run_1/gates.png
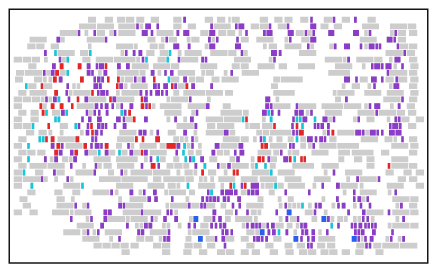
run_1/ff_map.png
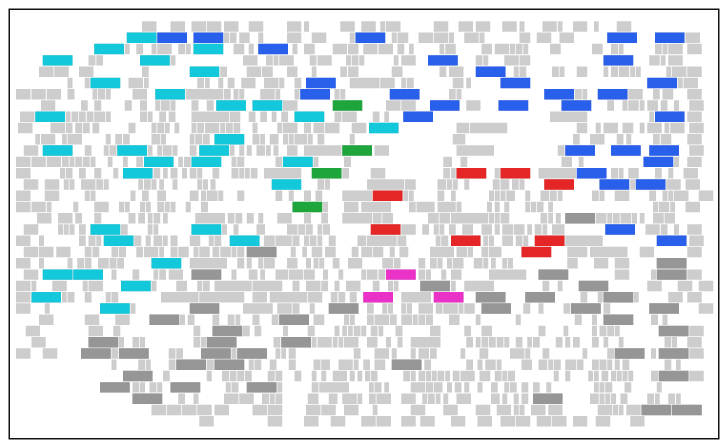
run_1/congestion_map.png
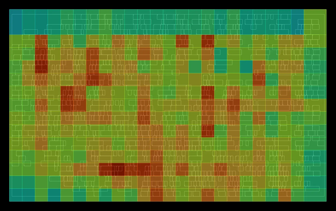
[src/rtl/load_store_unit.sv]
// Load/store unit: classifies one request at a time, drives a single word-aligned
// byte-enabled memory transaction and returns extended load data or an error cause.
module load_store_unit #(
  parameter int TIMEOUT = 255
) (
  input  logic        clk,
  input  logic        rst,
  input  logic        req_valid,
  output logic        req_ready,
  input  logic [31:0] address,
  input  logic [31:0] datawr,
  input  logic        dmwr,
  input  logic [2:0]  dmctrl,
  output logic        mem_req,
  output logic        mem_we,
  output logic [31:0] mem_addr,
  output logic [3:0]  mem_be,
  output logic [31:0] mem_wdata,
  input  logic [31:0] mem_rdata,
  input  logic        mem_ack,
  output logic        resp_valid,
  output logic [1:0]  resp_err,
  output logic [31:0] datard
);

  typedef enum logic [1:0] {IDLE, WAIT, DONE, ERR} state_t;

  localparam logic [1:0] ERR_OK      = 2'b00;
  localparam logic [1:0] ERR_ALIGN   = 2'b01;
  localparam logic [1:0] ERR_ILLEGAL = 2'b10;
  localparam logic [1:0] ERR_TIMEOUT = 2'b11;
  localparam logic [7:0] CNT_LAST    = 8'(TIMEOUT - 1);

  state_t      state_reg, state_next;
  logic [7:0]  cnt_reg, cnt_next;
  logic [1:0]  lane_reg, lane_next;
  logic [2:0]  ctrl_reg, ctrl_next;
  logic        req_ready_reg, req_ready_next;
  logic        mem_req_reg, mem_req_next;
  logic        mem_we_reg, mem_we_next;
  logic [31:0] mem_addr_reg, mem_addr_next;
  logic [3:0]  mem_be_reg, mem_be_next;
  logic [31:0] mem_wdata_reg, mem_wdata_next;
  logic        resp_valid_reg, resp_valid_next;
  logic [1:0]  resp_err_reg, resp_err_next;
  logic [31:0] datard_reg, datard_next;

  logic        illegal, misaligned;
  logic [3:0]  be_calc;
  logic [31:0] wdata_calc;
  logic [31:0] rd_shifted;
  logic [31:0] rd_ext;

  // Request decode straight from the execute-stage inputs, used on the accept edge.
  always_comb begin
    illegal    = (dmctrl == 3'b011) || (dmctrl[2:1] == 2'b11) || (dmwr && dmctrl[2]);
    misaligned = ((dmctrl[1:0] == 2'b01) && address[0]) ||
                 ((dmctrl == 3'b010) && (address[1:0] != 2'b00));
    case (dmctrl[1:0])
      2'b00:   be_calc = 4'b0001 << address[1:0];
      2'b01:   be_calc = 4'b0011 << address[1:0];
      default: be_calc = 4'b1111;
    endcase
    if (!dmwr) begin
      wdata_calc = 32'h0;
    end else begin
      case (dmctrl[1:0])
        2'b00:   wdata_calc = {4{datawr[7:0]}};
        2'b01:   wdata_calc = {2{datawr[15:0]}};
        default: wdata_calc = datawr;
      endcase
    end
  end

  always_comb begin
    rd_shifted = mem_rdata >> {lane_reg, 3'b000};
    case (ctrl_reg)
      3'b000:  rd_ext = {{24{rd_shifted[7]}}, rd_shifted[7:0]};
      3'b001:  rd_ext = {{16{rd_shifted[15]}}, rd_shifted[15:0]};
      3'b100:  rd_ext = {24'h0, rd_shifted[7:0]};
      3'b101:  rd_ext = {16'h0, rd_shifted[15:0]};
      default: rd_ext = rd_shifted;
    endcase
  end

  always_comb begin
    state_next      = state_reg;
    cnt_next        = cnt_reg;
    lane_next       = lane_reg;
    ctrl_next       = ctrl_reg;
    mem_req_next    = mem_req_reg;
    mem_we_next     = mem_we_reg;
    mem_addr_next   = mem_addr_reg;
    mem_be_next     = mem_be_reg;
    mem_wdata_next  = mem_wdata_reg;
    resp_valid_next = 1'b0;
    resp_err_next   = ERR_OK;
    datard_next     = datard_reg;

    case (state_reg)
      IDLE: begin
        if (req_valid) begin
          lane_next = address[1:0];
          ctrl_next = dmctrl;
          cnt_next  = 8'h0;
          if (illegal) begin
            state_next      = ERR;
            resp_valid_next = 1'b1;
            resp_err_next   = ERR_ILLEGAL;
            datard_next     = 32'h0;
          end else if (misaligned) begin
            state_next      = ERR;
            resp_valid_next = 1'b1;
            resp_err_next   = ERR_ALIGN;
            datard_next     = 32'h0;
          end else begin
            state_next     = WAIT;
            mem_req_next   = 1'b1;
            mem_we_next    = dmwr;
            mem_addr_next  = {address[31:2], 2'b00};
            mem_be_next    = be_calc;
            mem_wdata_next = wdata_calc;
          end
        end
      end
      WAIT: begin
        // An ack in the final timeout cycle still completes normally.
        if (mem_ack || (cnt_reg == CNT_LAST)) begin
          mem_req_next    = 1'b0;
          mem_we_next     = 1'b0;
          mem_addr_next   = 32'h0;
          mem_be_next     = 4'h0;
          mem_wdata_next  = 32'h0;
          resp_valid_next = 1'b1;
          if (mem_ack) begin
            state_next  = DONE;
            datard_next = mem_we_reg ? 32'h0 : rd_ext;
          end else begin
            state_next    = ERR;
            resp_err_next = ERR_TIMEOUT;
            datard_next   = 32'h0;
          end
        end else begin
          cnt_next = cnt_reg + 8'h1;
        end
      end
      DONE:    state_next = IDLE;
      ERR:     state_next = IDLE;
      default: state_next = IDLE;
    endcase

    req_ready_next = (state_next == IDLE);
  end

  always_ff @(posedge clk) begin
    if (rst) begin
      state_reg      <= IDLE;
      cnt_reg        <= 8'h0;
      lane_reg       <= 2'b00;
      ctrl_reg       <= 3'b000;
      req_ready_reg  <= 1'b1;
      mem_req_reg    <= 1'b0;
      mem_we_reg     <= 1'b0;
      mem_addr_reg   <= 32'h0;
      mem_be_reg     <= 4'h0;
      mem_wdata_reg  <= 32'h0;
      resp_valid_reg <= 1'b0;
      resp_err_reg   <= ERR_OK;
      datard_reg     <= 32'h0;
    end else begin
      state_reg      <= state_next;
      cnt_reg        <= cnt_next;
      lane_reg       <= lane_next;
      ctrl_reg       <= ctrl_next;
      req_ready_reg  <= req_ready_next;
      mem_req_reg    <= mem_req_next;
      mem_we_reg     <= mem_we_next;
      mem_addr_reg   <= mem_addr_next;
      mem_be_reg     <= mem_be_next;
      mem_wdata_reg  <= mem_wdata_next;
      resp_valid_reg <= resp_valid_next;
      resp_err_reg   <= resp_err_next;
      datard_reg     <= datard_next;
    end
  end

  assign req_ready  = req_ready_reg;
  assign mem_req    = mem_req_reg;
  assign mem_we     = mem_we_reg;
  assign mem_addr   = mem_addr_reg;
  assign mem_be     = mem_be_reg;
  assign mem_wdata  = mem_wdata_reg;
  assign resp_valid = resp_valid_reg;
  assign resp_err   = resp_err_reg;
  assign datard     = datard_reg;

endmodule

[config.mk]
export PLATFORM = sky130hd
export DESIGN_NAME = load_store_unit
export DESIGN_NICKNAME = d
export VERILOG_FILES = /design/src/rtl/load_store_unit.sv
export SDC_FILE = /design/constraint.sdc
export NUM_CORES = 1
export LEC_CHECK = 0
export ABC_AREA = 1
export CAP_MARGIN = 10
export CORE_ASPECT_RATIO = 0.6
export CORE_UTILIZATION = 35
export CTS_CLUSTER_SIZE = 24
export DETAILED_ROUTE_END_ITERATION = 8
export PLACE_DENSITY = 0.64
export SYNTH_ARGS = -nofsm -noshare
export SYNTH_HDL_FRONTEND = slang
export SYNTH_SLANG_ARGS = --single-unit
[constraint.sdc]
create_clock -name clk -period 1.95 [get_ports clk]
set_input_delay 0.2925 -clock clk [delete_from_list [all_inputs] [get_ports clk]]
set_output_delay 0.2925 -clock clk [all_outputs]
set_load 0.03 [all_outputs]
==> impl_metrics.env, run 1 <==
# flow metrics
export IMPL_p_seq_mw=2.68
export IMPL_edf_count=0
export IMPL_antenna_found_initial=0
export IMPL_synth_most_common_cell="nand2_1"
export IMPL_wl_met2_mm=8.086
export IMPL_dr_max_layer_used="met4"
export IMPL_finalNetCount=1212
export IMPL_yosysCellCount=894
export IMPL_drt_iter0_drc=458
export IMPL_power_frac_seq_pct=34.2
export IMPL_gp_congestion=0.9335
export IMPL_hp_class="in2reg"
export IMPL_start_kind="register"
export IMPL_ys_seq_share_pct=39.82
export IMPL_drt_pass1_iterations=5
export IMPL_ys_seq_elements=119
export IMPL_status="completed"
export IMPL_irDropWorstVdd_mv=0.6046
export IMPL_via_per_inst=4.947
export IMPL_path_cells="clkdlybuf4s50_1"
export IMPL_layout_worst_path_cycle_share_pct=93.15
export IMPL_inverters=52
export IMPL_utilization_pct=55.31
export IMPL_cts_resized=0
export IMPL_fin_ws_ns=0.1336
export IMPL_gr_max_usage_layer="met1"
export IMPL_wl_met1_mm=10.67
export IMPL_slowest_stage="clkdlybuf4s50_1"
export IMPL_routed_wl_mm=20.87
export IMPL_switching_power_mw=2.573
export IMPL_endpoint_kind="output port"
export IMPL_hold_viol=0
export IMPL_cp_top_family="buffers and inverters"
export IMPL_core_sq_um=16490
export IMPL_area_leaders="dfxtp_1 (40%), nand2_1 (17%), a21oi_1 (11%)"
export IMPL_yosys_area_sq_um=5983
export IMPL_critPathMaxFanout=2
export IMPL_ff_count=119
export IMPL_avgRoutedWirePerCell_um=15.49
export IMPL_comb_power_share_pct=27.5
export IMPL_first_global_vias=5994
export IMPL_clockRootBuffer="clkbuf_16"
export IMPL_syn_inst=894
export IMPL_async_reset_ff_share_pct=0
export IMPL_yosysWarnings=0
export IMPL_clock_path_buffers=2
export IMPL_cp_buffers_inverters=1
export IMPL_ys_top_cells_by_count="nand2_1 (264), a21oi_1 (128), dfxtp_1 (119)"
export IMPL_syn_area_sq_um=5983
export IMPL_worstMarginPinSlew_ns=0.5586
export IMPL_clk_pin_slew_ns=0.05
export IMPL_portBuffers=207
export IMPL_rows=36
export IMPL_power_clock_mw=3.01
export IMPL_powerComb_mw=2.16
export IMPL_compound_area_share_pct=14.45
export IMPL_lay_top_count="nand2_1"
export IMPL_drc=0
export IMPL_fin_skew_ns=0.01292
export IMPL_ioPinCount=210
export IMPL_cpPeakStageDelay_ns=0.79
export IMPL_via_count=6664
export IMPL_timing_fmax_mhz=550.5
export IMPL_grt_max_degree=48
export IMPL_ant_nets=0
export IMPL_hold_buffers=0
export IMPL_fp_util_pct=36.29
export IMPL_switching_share_pct=32.73
export IMPL_num_multi_input_gates=656
export IMPL_dp_cells=1315
export IMPL_post_cts_buffers=0
export IMPL_num_antenna_cells=0
export IMPL_finalMaxSlewViolations=0
export IMPL_fa_ha_area_share_pct=0.4182
export IMPL_min_period_ns=1.816
export IMPL_ys_types=29
export IMPL_nNonClkBuffers=260
export IMPL_dp_slack_ns=-0.1284
export IMPL_grt_pass1_wl_mm=32.29
export IMPL_logic_area_sq_um=3072
export IMPL_register_area_sq_um=2382
export IMPL_largest_cell_class="logic gates"
export IMPL_pwr_share_clk_pct=38.3
export IMPL_power_top_group="clock"
export IMPL_total_power_mw=7.861
export IMPL_fin_area_sq_um=9117
export IMPL_sh_seq_area_pct=26.13
export IMPL_buffer_area_share_pct=28.71
export IMPL_tapCellCount=228
export IMPL_hpwl_mm=14.94
export IMPL_power_leakage_nw=3.571
export IMPL_cts_buffers=17
export IMPL_p_int_mw=5.288
export IMPL_cts_tree="built"
export IMPL_final_cells=1347
export IMPL_setup_viol=0
export IMPL_clkLatencyLatePin_ns=0.41
export IMPL_syn_avg_cell_area_sq_um=6.693
export IMPL_gr_total_overflow=0
export IMPL_grt_setup_unrepaired="false"
export IMPL_tns_ns=0
export IMPL_die_area_sq_um=17640
export IMPL_placed_area_sq_um=8552
export IMPL_layout_drive_gt1_share_pct=9.383
export IMPL_grt_use_met2_pct=31.99
export IMPL_fp_dieW_um=170.8
-- gates.png (at the start) --
Key: inv cells = cyan [cells 52, most used inv_1]; and/or cells = blue [cells 7, most used or2_2]; nand cells = purple [cells 414, most used nand2_1, where all over the die]; nor cells = red [cells 62, most used nor2_1]

-- ff_map.png (at the start) --
Key: ctrl_reg = magenta [flops 3]; mem_be = green [flops 4]; mem_wdata = cyan [flops 32]; cnt_reg = red [flops 8]; mem_addr = blue [flops 30]

-- congestion_map.png (at the start) --
met3 Usage GRT: 7.991%
GRT met1 Usage: 35.52%

[run 1: final timing paths]
| check | from | end | slack, ns | cells past startpoint |
|---|---|---|---|---|
| setup / recovery | mem_wdata[25] | mem_wdata[25] | 0.13 | 1 |
| hold / removal | rst | mem_wdata[26] | 0.31 | 2 |
| setup reg to reg | cnt_reg[1] | mem_addr[16] | 0.20 | 8 |
| hold reg to reg | datard[12] | datard[12] | 0.46 | 2 |
[run 1: cell families after synthesis]
group	count (synthesis)
fa+ha+maj	2
other cells	1
simple gates	483
flops	119
xor+xnor	1
compound gates	168
buf+inv	120
==> run 2, diff against run 1 <==
--- a/config.mk
+++ b/config.mk
@@ -6,10 +6,9 @@
 export NUM_CORES = 1
 export LEC_CHECK = 0
 export ABC_AREA = 1
-export CAP_MARGIN = 10
+export CAP_MARGIN = 40
 export CORE_ASPECT_RATIO = 0.6
 export CORE_UTILIZATION = 35
-export CTS_CLUSTER_SIZE = 24
 export DETAILED_ROUTE_END_ITERATION = 8
 export PLACE_DENSITY = 0.64
 export SYNTH_ARGS = -nofsm -noshare
run_2/congestion_map.png
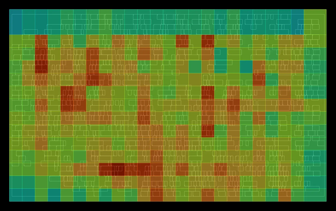
All-Layer GR Usage: 23.80%
wire per inst: 15.49 um
busiest grt layer: met1
post-route core utilization: 55.31%

==> run 2 against run 1 <==
Compared with the run above:
- hold slack stayed put
- total power stayed put
- synthesized cell count stayed put
- flip-flop count stayed put
- register-to-register slack hardly changed
- setup slack stayed put
- combinational power hardly changed
- via count stayed put
- critical path type unchanged
- critical endpoint unchanged
- largest power group unchanged
==> impl_metrics.env, run 2 <==
# flow metrics
export IMPL_critical_path_depth=1
export IMPL_register_area_sq_um=2382
export IMPL_largest_cell_class="logic gates"
export IMPL_lay_top_count="nand2_1"
export IMPL_inverters=52
export IMPL_core_sq_um=16490
export IMPL_endpoint_kind="output port"
export IMPL_logic_area_sq_um=3072
export IMPL_rows=36
export IMPL_buffer_area_share_pct=28.71
export IMPL_met3_usage_pct=7.991
export IMPL_timing_rr_end="mem_addr[16]"
export IMPL_p_int_mw=5.288
export IMPL_met1_usage_pct=35.52
export IMPL_ys_types=29
export IMPL_clockRootBuffer="clkbuf_16"
export IMPL_setup_viol=0
export IMPL_hold_start="rst"
export IMPL_yosys_area_sq_um=5983
export IMPL_worstMarginPinSlew_ns=0.5586
export IMPL_edf_count=0
export IMPL_cts_tree="built"
export IMPL_ant_nets=0
export IMPL_via_count=6664
export IMPL_clock_path_buffers=2
export IMPL_ff_count=119
export IMPL_power_frac_seq_pct=34.2
export IMPL_slowest_stage="clkdlybuf4s50_1"
export IMPL_area_leaders="dfxtp_1 (40%), nand2_1 (17%), a21oi_1 (11%)"
export IMPL_irDropWorstVdd_mv=0.6046
export IMPL_finalNetCount=1212
export IMPL_nNonClkBuffers=260
export IMPL_num_antenna_cells=0
export IMPL_area_growth_pct=52.38
export IMPL_wl_met1_mm=10.67
export IMPL_grt_use_met2_pct=31.99
export IMPL_dr_max_layer_used="met4"
export IMPL_start_kind="register"
export IMPL_power_clock_mw=3.01
export IMPL_power_top_group="clock"
export IMPL_hp_class="in2reg"
export IMPL_critPathMaxFanout=2
export IMPL_comb_power_share_pct=27.5
export IMPL_min_path_cells=2
export IMPL_drt_iter0_drc=458
export IMPL_wl_met2_mm=8.086
export IMPL_hpwl_mm=14.94
export IMPL_antenna_found_initial=0
export IMPL_synth_most_common_cell="nand2_1"
export IMPL_r2r_slack_ns=0.20
export IMPL_gp_congestion=0.9335
export IMPL_grt_max_degree=48
export IMPL_timing_fmax_mhz=550.5
export IMPL_critPathLaunch="mem_wdata[25]"
export IMPL_ff2ff_path_depth=8
export IMPL_cp_top_family="buffers and inverters"
export IMPL_switching_share_pct=32.73
export IMPL_fin_skew_ns=0.01292
export IMPL_hold_viol=0
export IMPL_drt_pass1_iterations=5
export IMPL_via_per_inst=4.947
export IMPL_finalMaxSlewViolations=0
export IMPL_yosysCellCount=894
export IMPL_async_reset_ff_share_pct=0
export IMPL_syn_inst=894
export IMPL_crit_end="mem_wdata[25]"
export IMPL_cts_resized=0
export IMPL_path_cells="clkdlybuf4s50_1"
export IMPL_grt_setup_unrepaired="false"
export IMPL_portBuffers=207
export IMPL_fp_util_pct=36.29
export IMPL_final_cells=1347
export IMPL_hold_end="mem_wdata[26]"
export IMPL_r2r_start="cnt_reg[1]"
export IMPL_die_area_sq_um=17640
export IMPL_fp_dieW_um=170.8
export IMPL_switching_power_mw=2.573
export IMPL_gr_total_overflow=0
export IMPL_p_seq_mw=2.68
export IMPL_grt_pass1_wl_mm=32.29
export IMPL_num_multi_input_gates=656
export IMPL_clkLatencyLatePin_ns=0.41
export IMPL_first_global_vias=5994
export IMPL_sh_seq_area_pct=26.13
export IMPL_min_period_ns=1.816
export IMPL_drc=0
export IMPL_syn_avg_cell_area_sq_um=6.693
export IMPL_cpPeakStageDelay_ns=0.79
export IMPL_layout_drive_gt1_share_pct=9.383
export IMPL_tns_ns=0
export IMPL_powerComb_mw=2.16
export IMPL_status="completed"
export IMPL_hold_buffers=0
export IMPL_pwr_share_clk_pct=38.3
export IMPL_layout_worst_path_cycle_share_pct=93.15
export IMPL_syn_area_sq_um=5983
export IMPL_ys_seq_elements=119
export IMPL_yosysWarnings=0
export IMPL_dp_cells=1315
export IMPL_ys_seq_share_pct=39.82
export IMPL_cp_buffers_inverters=1
export IMPL_cts_buffers=17
export IMPL_cap_violations=0
export IMPL_ys_top_cells_by_count="nand2_1 (264), a21oi_1 (128), dfxtp_1 (119)"
export IMPL_tapCellCount=228
export IMPL_post_cts_buffers=0
export IMPL_routed_wl_mm=20.87
run_2/ff_map.png
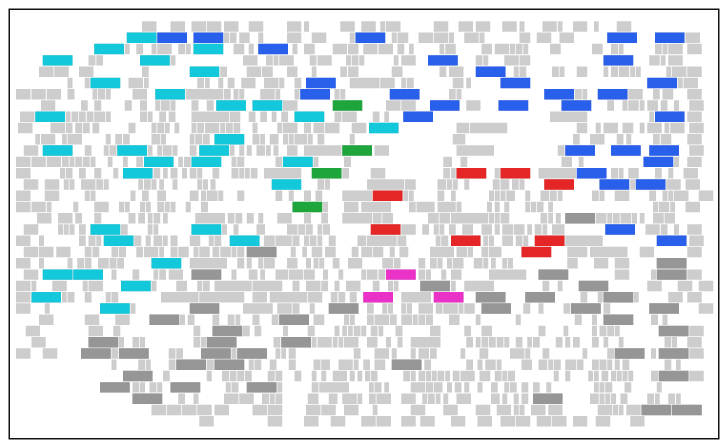
Key: mem_wdata = cyan [flops 32]; mem_addr = blue [flops 30]; mem_be = green [flops 4]; ctrl_reg = magenta [flops 3]; cnt_reg = red [flops 8]
Another 42 sequential cells are not colored.

-- run 2: per-stage QoR --
stage | area (sq um) | total power [mW] | setup WS, ns
after floorplan | 5987 | 3.932 | 0.3721
after global placement | 8552 | 4.875 | -0.03897
after detailed placement | 8552 | 4.877 | -0.1284
after CTS | 9117 | 7.930 | 0.1264
after global routing | 9117 | 8.249 | 0.01228
final | 9117 | 7.861 | 0.1336
-- run 2: cell families (layout without fill, tap and decap cells) --
family                     Yosys count  in the layout  synth area share [%]
AOI/OAI and AO/OA                  168            168                 14.45
xor gates and xnor gates             1              1                0.1464
adders and majority gates            2              2                0.4182
buffers and inverters              120            344                 8.950
DFF                                119            119                 39.82
other                                1              2               0.06268
and+or+nand+nor                    483            483                 36.16
==> run 3, diff against run 2 <==
--- a/config.mk
+++ b/config.mk
@@ -10,7 +10,9 @@
 export CORE_ASPECT_RATIO = 0.6
 export CORE_UTILIZATION = 35
 export DETAILED_ROUTE_END_ITERATION = 8
+export HOLD_SLACK_MARGIN = 0.05
 export PLACE_DENSITY = 0.64
+export REMOVE_ABC_BUFFERS = 1
 export SYNTH_ARGS = -nofsm -noshare
 export SYNTH_HDL_FRONTEND = slang
 export SYNTH_SLANG_ARGS = --single-unit
run_3/m3.png
Scale bar: 50 um.
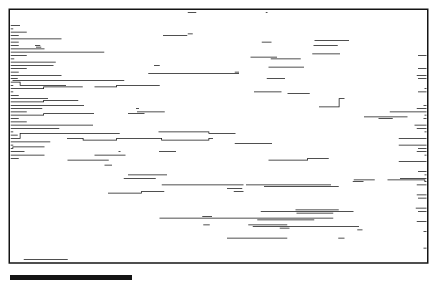
The wires run mostly horizontal. The layer holds 7.6% of the routed length.

==> run 3 against run 2 <==
Compared with the run above:
- non-clock buffer count fell by 12
- largest power group unchanged
- clock power about the same
- flip-flop count is the same
- hold slack lost 0.029 ns
- clock skew is 0.0024 ns lower
- synthesized cell count stayed put
- die size is the same
- final cell count fell by 0.89%
==> impl_metrics.env, run 3 <==
# flow metrics
export IMPL_fin_area_sq_um=9025
export IMPL_ant_nets=0
export IMPL_wl_met2_mm=8.659
export IMPL_area_leaders="dfxtp_1 (40%), nand2_1 (17%), a21oi_1 (11%)"
export IMPL_layout_drive_gt1_share_pct=8.311
export IMPL_edf_count=0
export IMPL_dp_slack_ns=0.002838
export IMPL_tapCellCount=228
export IMPL_drc=0
export IMPL_syn_inst=894
export IMPL_top_logic_kind="simple AND/OR/NAND/NOR gates"
export IMPL_track_usage_pct=23.24
export IMPL_lay_top_count="nand2_1"
export IMPL_gr_total_overflow=0
export IMPL_nNonClkBuffers=248
export IMPL_cts_buffers=17
export IMPL_min_path_cells=2
export IMPL_r2r_slack_ns=0.14
export IMPL_grt_max_degree=69
export IMPL_tool_warnings=26
export IMPL_worst_ep_required_time_ns=2.23
export IMPL_hold_start="rst"
export IMPL_comb_power_share_pct=27.2
export IMPL_clock_path_buffers=2
export IMPL_critPathMaxFanout=35
export IMPL_clkLatencyLatePin_ns=0.41
export IMPL_gp_congestion=0.8785
export IMPL_clockRootBuffer="clkbuf_16"
export IMPL_synth_xor_area_share_pct=0.1464
export IMPL_hpwl_mm=14.55
export IMPL_cp_data_arrival_time_ns=2.09
export IMPL_post_cts_buffers=0
export IMPL_setup_viol=0
export IMPL_cp_top_family="simple AND/OR/NAND/NOR gates"
export IMPL_area_growth_pct=50.84
export IMPL_num_multi_input_gates=656
export IMPL_sh_seq_area_pct=26.40
export IMPL_final_cells=1335
export IMPL_start_kind="register"
export IMPL_syn_avg_cell_area_sq_um=6.693
export IMPL_buffer_area_share_pct=27.92
export IMPL_slowest_stage="dfxtp_1"
export IMPL_fin_ws_ns=0.1396
export IMPL_finalNetCount=1200
export IMPL_power_clock_mw=3.04
export IMPL_sh_comb_area_pct=34.04
export IMPL_utilization_pct=54.74
export IMPL_irDropWorstVdd_mv=0.5971
export IMPL_timing_fmax_mhz=552.4
export IMPL_hp_class="in2reg"
export IMPL_power_frac_seq_pct=34.1
export IMPL_fa_ha_area_share_pct=0.4182
export IMPL_largest_cell_class="logic gates"
export IMPL_via_per_inst=4.954
export IMPL_wl_met1_mm=10.36
export IMPL_total_power_mw=7.854
export IMPL_hold_end="datard[13]"
export IMPL_ys_types=29
export IMPL_cp_buffers_inverters=1
export IMPL_fp_dieW_um=170.8
export IMPL_min_period_ns=1.810
export IMPL_gr_max_usage_layer="met1"
export IMPL_core_sq_um=16490
export IMPL_async_reset_ff_share_pct=0
export IMPL_tns_ns=0
export IMPL_power_top_group="clock"
export IMPL_hold_viol=0
export IMPL_pwr_share_clk_pct=38.7
export IMPL_routed_wl_mm=20.74
export IMPL_yosysCellCount=894
export IMPL_cap_violations=0
export IMPL_p_int_mw=5.324
export IMPL_grt_pass1_wl_mm=31.83
export IMPL_ioPinCount=210
export IMPL_layout_worst_path_cycle_share_pct=92.84
export IMPL_compound_area_share_pct=14.45
export IMPL_drt_pass1_iterations=5
export IMPL_p_seq_mw=2.68
export IMPL_powerComb_mw=2.13
export IMPL_ff2ff_path_depth=9
export IMPL_antenna_found_initial=0
export IMPL_avgRoutedWirePerCell_um=15.54
export IMPL_critPathMostFrequentCell="nand2_1"
export IMPL_ys_top_cells_by_count="nand2_1 (264), a21oi_1 (128), dfxtp_1 (119)"
export IMPL_switching_share_pct=32.21
export IMPL_die_area_sq_um=17640
export IMPL_finalMaxSlewViolations=0
export IMPL_path_cells="ha_1 -> nand2_1 -> nor2_1 -> nand2_1 -> a21oi_4 -> nand2_2 -> buf_12 -> nand2_1 -> a21oi_1"
export IMPL_fp_util_pct=36.29
export IMPL_dr_max_layer_used="met4"
export IMPL_rows=36
export IMPL_r2r_start="cnt_reg[1]"
export IMPL_grt_use_met2_pct=32.53
export IMPL_placed_area_sq_um=8429
export IMPL_yosys_area_sq_um=5983
export IMPL_num_antenna_cells=0
export IMPL_synthMuxAreaShare_pct=0
export IMPL_ys_seq_elements=119
export IMPL_met3_usage_pct=6.925
export IMPL_syn_area_sq_um=5983
export IMPL_power_leakage_nw=3.516
export IMPL_met1_usage_pct=34.51
export IMPL_flop_cell="dfxtp_1"
export IMPL_ys_seq_share_pct=39.82
export IMPL_hold_buffers=0
export IMPL_portBuffers=207
export IMPL_switching_power_mw=2.530
export IMPL_register_area_sq_um=2382
export IMPL_via_count=6613
export IMPL_endpoint_kind="register"
export IMPL_status="completed"
export IMPL_dp_cells=1302
export IMPL_logic_area_sq_um=3072
export IMPL_synth_most_common_cell="nand2_1"
export IMPL_inverters=52
export IMPL_clk_pin_slew_ns=0.06
export IMPL_simple_gate_share_pct=36.16
export IMPL_timing_rr_end="mem_wdata[26]"
export IMPL_drt_iter0_drc=470
export IMPL_grt_setup_unrepaired="false"
export IMPL_path_class="reg2reg"
export IMPL_htreeDepth=4
export IMPL_fin_skew_ns=0.01052
export IMPL_cts_tree="built"
export IMPL_cpPeakStageDelay_ns=0.41
export IMPL_ff_count=119
run_3/m2.png
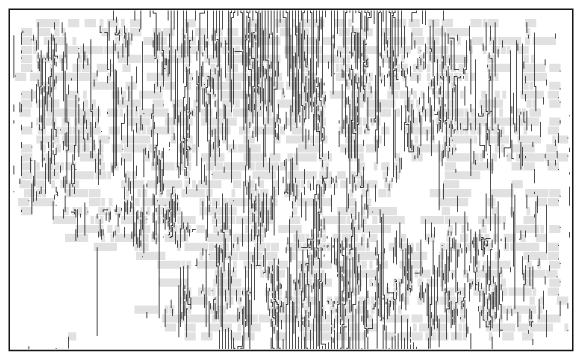
The layer carries 8660 um of wire. The longest straight run is 41.1 um.

==> run 3: cell count changes in the layout (fill, tap and decap cells not counted), sizes merged <==
cell	change
clkbuf	+4
inv	-3
buf	-13
==> run 3: how the worst max path moves through the flow <==
stage / start / to / slack, ns / cells past startpoint
after floorplan: state_reg[1] / mem_wdata[24] / -1.03 / 7
after global placement: dmctrl[1] / mem_be[3] / 0.05 / 10
after detailed placement: dmctrl[1] / mem_addr[8] / 0.003 / 10
after CTS: mem_we / mem_we / 0.12 / 1
after global routing: cnt_reg[1] / mem_addr[25] / 0.02 / 9
final: cnt_reg[1] / mem_wdata[26] / 0.14 / 9
Power and IR drop assume default switching activity.
